wires.png
Drawn at 2 px/um. Two of the layers only.
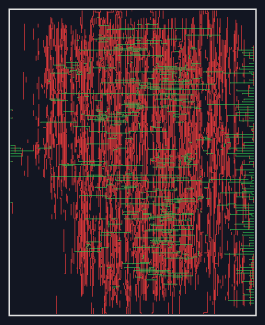
io_fan.png
Drawn at 2 px/um.
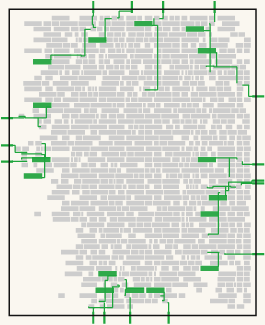
io_placement.png
Drawn at 3 px/um. Pins as bars across the die edge, other pins in grey.
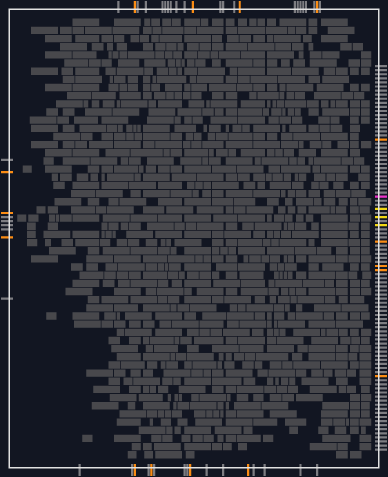
placement.png
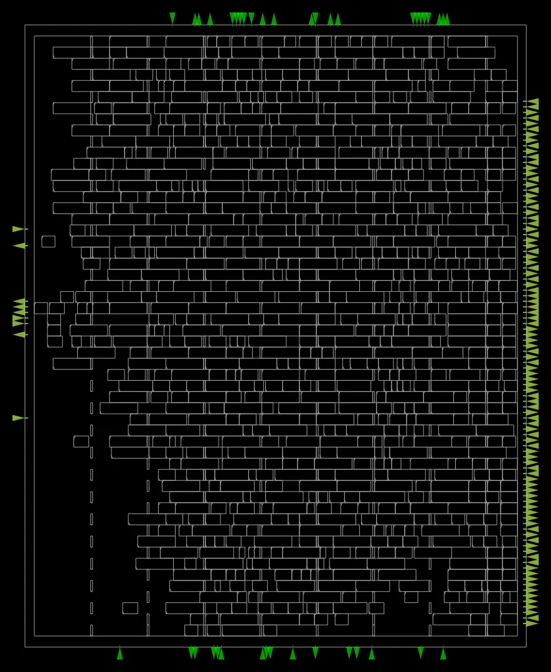
layer_met2.png
Drawn at 3 px/um.
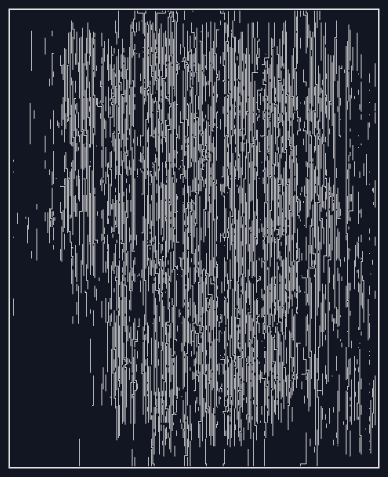
==> src/rtl/id_stage_pipe_pkg.sv <==
// Shared decode constants for the ID stage: zero-extend opcodes and instruction field offsets.
package id_stage_pipe_pkg;

  localparam logic [3:0] OpZext0 = 4'b0010;
  localparam logic [3:0] OpZext1 = 4'b0011;

  // Fields pack from the top: opcode, rs1, rs2; the immediate sits at bit 0.
  function automatic int unsigned op_lsb(int unsigned ins_w, int unsigned op_w);
    return ins_w - op_w;
  endfunction

  function automatic int unsigned rs1_lsb(int unsigned ins_w, int unsigned op_w,
                                          int unsigned ra_w);
    return ins_w - op_w - ra_w;
  endfunction

  function automatic int unsigned rs2_lsb(int unsigned ins_w, int unsigned op_w,
                                          int unsigned ra_w);
    return ins_w - op_w - 2 * ra_w;
  endfunction

  function automatic int unsigned imm_lsb();
    return 0;
  endfunction

endpackage

==> src/rtl/id_regfile.sv <==
// 2-read / 1-write register file with optional hard-zero register 0 and write-through bypass.
module id_regfile #(
  parameter int unsigned DATA_W  = 16,
  parameter int unsigned RA_W    = 3,
  parameter bit          R0_ZERO = 1'b1
) (
  input  logic              clk,
  input  logic              rst,
  input  logic              we,
  input  logic [RA_W-1:0]   waddr,
  input  logic [DATA_W-1:0] wdata,
  input  logic [RA_W-1:0]   raddr1,
  input  logic [RA_W-1:0]   raddr2,
  output logic [DATA_W-1:0] rdata1,
  output logic [DATA_W-1:0] rdata2
);

  localparam int unsigned NumRegs = 2 ** RA_W;

  logic [DATA_W-1:0] mem_q [NumRegs];
  logic              we_eff;

  assign we_eff = we && !(R0_ZERO && (waddr == '0));

  always_ff @(posedge clk or negedge rst) begin
    if (!rst) begin
      for (int i = 0; i < NumRegs; i++) mem_q[i] <= '0;
    end else if (we_eff) begin
      mem_q[waddr] <= wdata;
    end
  end

  // A write landing this cycle is visible to the reader so the latch never captures stale data.
  always_comb begin
    rdata1 = mem_q[raddr1];
    rdata2 = mem_q[raddr2];
    if (R0_ZERO && (raddr1 == '0)) rdata1 = '0;
    else if (we_eff && (waddr == raddr1)) rdata1 = wdata;
    if (R0_ZERO && (raddr2 == '0)) rdata2 = '0;
    else if (we_eff && (waddr == raddr2)) rdata2 = wdata;
  end

endmodule

==> src/rtl/id_stage_pipe.sv <==
// Pipelined instruction decode: field decode, register read, immediate extend and ID/EX latch.
module id_stage_pipe
  import id_stage_pipe_pkg::*;
#(
  parameter int unsigned     DATA_W   = 16,
  parameter int unsigned     INS_W    = 16,
  parameter int unsigned     OP_W     = 4,
  parameter int unsigned     RA_W     = 3,
  parameter int unsigned     IMM_W    = 6,
  parameter logic [OP_W-1:0] ZEXT_OP0 = OpZext0,
  parameter logic [OP_W-1:0] ZEXT_OP1 = OpZext1,
  parameter bit              R0_ZERO  = 1'b1
) (
  input  logic              clk,
  input  logic              rst,
  input  logic              in_valid,
  output logic              in_ready,
  input  logic [INS_W-1:0]  npc_in,
  input  logic [INS_W-1:0]  ins_in,
  input  logic              flush,
  input  logic              wb_en,
  input  logic [RA_W-1:0]   wb_addr,
  input  logic [DATA_W-1:0] wb_data,
  input  logic              ex_load,
  input  logic [RA_W-1:0]   ex_rd,
  output logic              out_valid,
  input  logic              out_ready,
  output logic [INS_W-1:0]  npc_out,
  output logic [INS_W-1:0]  ins_out,
  output logic [DATA_W-1:0] rs1_data,
  output logic [DATA_W-1:0] rs2_data,
  output logic [DATA_W-1:0] imm_out
);

  localparam int unsigned OpLsb  = op_lsb(INS_W, OP_W);
  localparam int unsigned Rs1Lsb = rs1_lsb(INS_W, OP_W, RA_W);
  localparam int unsigned Rs2Lsb = rs2_lsb(INS_W, OP_W, RA_W);
  localparam int unsigned ImmLsb = imm_lsb();

  logic [OP_W-1:0]   opcode;
  logic [RA_W-1:0]   rs1, rs2;
  logic [IMM_W-1:0]  imm_field;
  logic [DATA_W-1:0] imm_ext, rd1, rd2;
  logic              hazard, latch_free, accept;

  logic              valid_q, valid_d;
  logic [INS_W-1:0]  npc_q, ins_q;
  logic [DATA_W-1:0] rs1_q, rs2_q, imm_q;

  assign opcode    = ins_in[OpLsb +: OP_W];
  assign rs1       = ins_in[Rs1Lsb +: RA_W];
  assign rs2       = ins_in[Rs2Lsb +: RA_W];
  assign imm_field = ins_in[ImmLsb +: IMM_W];

  assign imm_ext = ((opcode == ZEXT_OP0) || (opcode == ZEXT_OP1)) ?
                   {{(DATA_W - IMM_W){1'b0}}, imm_field} :
                   {{(DATA_W - IMM_W){imm_field[IMM_W-1]}}, imm_field};

  id_regfile #(
    .DATA_W (DATA_W),
    .RA_W   (RA_W),
    .R0_ZERO(R0_ZERO)
  ) u_regfile (
    .clk   (clk),
    .rst   (rst),
    .we    (wb_en),
    .waddr (wb_addr),
    .wdata (wb_data),
    .raddr1(rs1),
    .raddr2(rs2),
    .rdata1(rd1),
    .rdata2(rd2)
  );

  // A load into the hard-zero register never produces a value worth waiting for.
  assign hazard = ex_load && in_valid && !(R0_ZERO && (ex_rd == '0)) &&
                  ((ex_rd == rs1) || (ex_rd == rs2));

  assign latch_free = !valid_q || out_ready;
  assign in_ready   = latch_free && !hazard && !flush;
  assign accept     = in_valid && in_ready;

  always_comb begin
    valid_d = valid_q;
    if (flush)           valid_d = 1'b0;
    else if (latch_free) valid_d = accept;
  end

  always_ff @(posedge clk or negedge rst) begin
    if (!rst) begin
      valid_q <= 1'b0;
      npc_q   <= '0;
      ins_q   <= '0;
      rs1_q   <= '0;
      rs2_q   <= '0;
      imm_q   <= '0;
    end else begin
      valid_q <= valid_d;
      if (accept) begin
        npc_q <= npc_in;
        ins_q <= ins_in;
        rs1_q <= rd1;
        rs2_q <= rd2;
        imm_q <= imm_ext;
      end
    end
  end

  assign out_valid = valid_q;
  assign npc_out   = npc_q;
  assign ins_out   = ins_q;
  assign rs1_data  = rs1_q;
  assign rs2_data  = rs2_q;
  assign imm_out   = imm_q;

endmodule

==> config.mk <==
export PLATFORM = sky130hd
export DESIGN_NAME = id_stage_pipe
export DESIGN_NICKNAME = d
export VERILOG_FILES = /design/src/rtl/id_stage_pipe_pkg.sv /design/src/rtl/id_regfile.sv /design/src/rtl/id_stage_pipe.sv
export SDC_FILE = /design/constraint.sdc
export NUM_CORES = 1
export LEC_CHECK = 0
export CAP_MARGIN = 20
export CORE_ASPECT_RATIO = 1.25
export CORE_MARGIN = 2
export CORE_UTILIZATION = 55
export DETAILED_ROUTE_END_ITERATION = 16
export GPL_TIMING_DRIVEN = 1
export PLACE_DENSITY = 0.87
export REMOVE_ABC_BUFFERS = 1
export SETUP_SLACK_MARGIN = 0.15
export SLEW_MARGIN = 30
export SYNTH_ARGS = -nofsm -noshare
export SYNTH_HDL_FRONTEND = slang
export SYNTH_SLANG_ARGS = --single-unit
==> constraint.sdc <==
create_clock -name clk -period 1.8 [get_ports clk]
set_input_delay 0.36 -clock clk [delete_from_list [all_inputs] [get_ports clk]]
set_output_delay 0.36 -clock clk [all_outputs]
set_load 0.03 [all_outputs]
==> results_dict.tcl <==
# collected from the flow reports
set metrics [dict create \
    hp-class "in2reg" \
    diodes 0 \
    fin_setup_tns_ns -0.107 \
    netSwitchingFraction_pct 33.0 \
    end_kind "primary output" \
    switchingPower_mw 4.63 \
    fin_ws_ns -0.107 \
    drv_slew 0 \
    power_frac_seq_pct 42.9 \
    status "complete, but fails checks" \
    cp_cell_sequence "clkdlybuf4s15_1 -> buf_6 -> xnor2_2 -> nand3_1 -> a21oi_2 -> buf_4 -> nor2b_4 -> buf_6" \
    clock_cell_area_share_pct 4.38 \
    ctsLongestPathBuffers 2 \
    warning_count 27 \
    nNonClkBuffers 270 \
    violations "negative setup slack" \
    start_kind "input pin" \
    setup-violations-final 1 \
    largest_reg_flops 128 \
    finalClockSkew_ns 0.0106 \
    yosysTopAreaCellShare_pct 50.2 \
    rsz0062_at_grt "true" \
    post-route-util_pct 74.7 \
    stdcell_area_mm2 0.0130 \
    edf_count 0 \
]
## Picture notes: wires.png
Key: green = metal 3 [wire length 2,650 um]; red = metal 2 [wire length 15,500 um]
total track usage: 32.1%
Post-Route WL: 30,800 um
DR WL/cell: 27.1 um
Vias: 7,574

## Picture notes: io_fan.png
Key: green = rs2_data [bits 16, direction output, edge 5 right, 4 top, 4 bottom, 3 left, end cells 16, buffers 16, wire 532 um]
PortBufs: 142
I/O pin count: 143

## Picture notes: io_placement.png
Key: yellow = ex_rd [pins 3, direction input, edge right]; magenta = ex_load [pins 1, direction input, edge right]; orange = rs2_data [pins 16, direction output, edge 5 right, 4 top, 4 bottom, 3 left]
die height: 152 um
die width: 123 um

## Picture notes: placement.png
flop count: 194
Core Region: 0.0174 mm^2
TAP cells: 224
fraction of area in registers: 37.4%
Finished Layout Cells: 1,138

## Picture notes: layer_met2.png
The layer holds 50% of the routed length. 919 nets have wire on it. The layer carries 15,500 um of wire.
M2 GR Usage: 53.2%

## final timing paths
check | start | endpoint | slack (ns) | cells past startpoint
max | ex_rd[0] | in_ready | -0.11 | 8
min | ins_in[6] | ins_out[6]$_DFFE_PN0P_ | 0.28 | 2
max reg2reg | u_regfile.mem_q[0]$_DFFE_PN0P_ | rs2_data[0]$_DFFE_PN0P_ | 0.02 | 4
min reg2reg | u_regfile.mem_q[112]$_DFFE_PN0P_ | u_regfile.mem_q[112]$_DFFE_PN0P_ | 0.41 | 0
max in group asynchronous | rst | u_regfile.mem_q[72]$_DFFE_PN0P_ | 0.64 | 3
min in group asynchronous | rst | ins_out[0]$_DFFE_PN0P_ | 0.48 | 2
## metal layers
layer	GRT usage (%)	wire [um]
met5	0	0
met1	36.7	10400
met3	6.81	2650
met4	22.1	2260
met2	53.2	15500
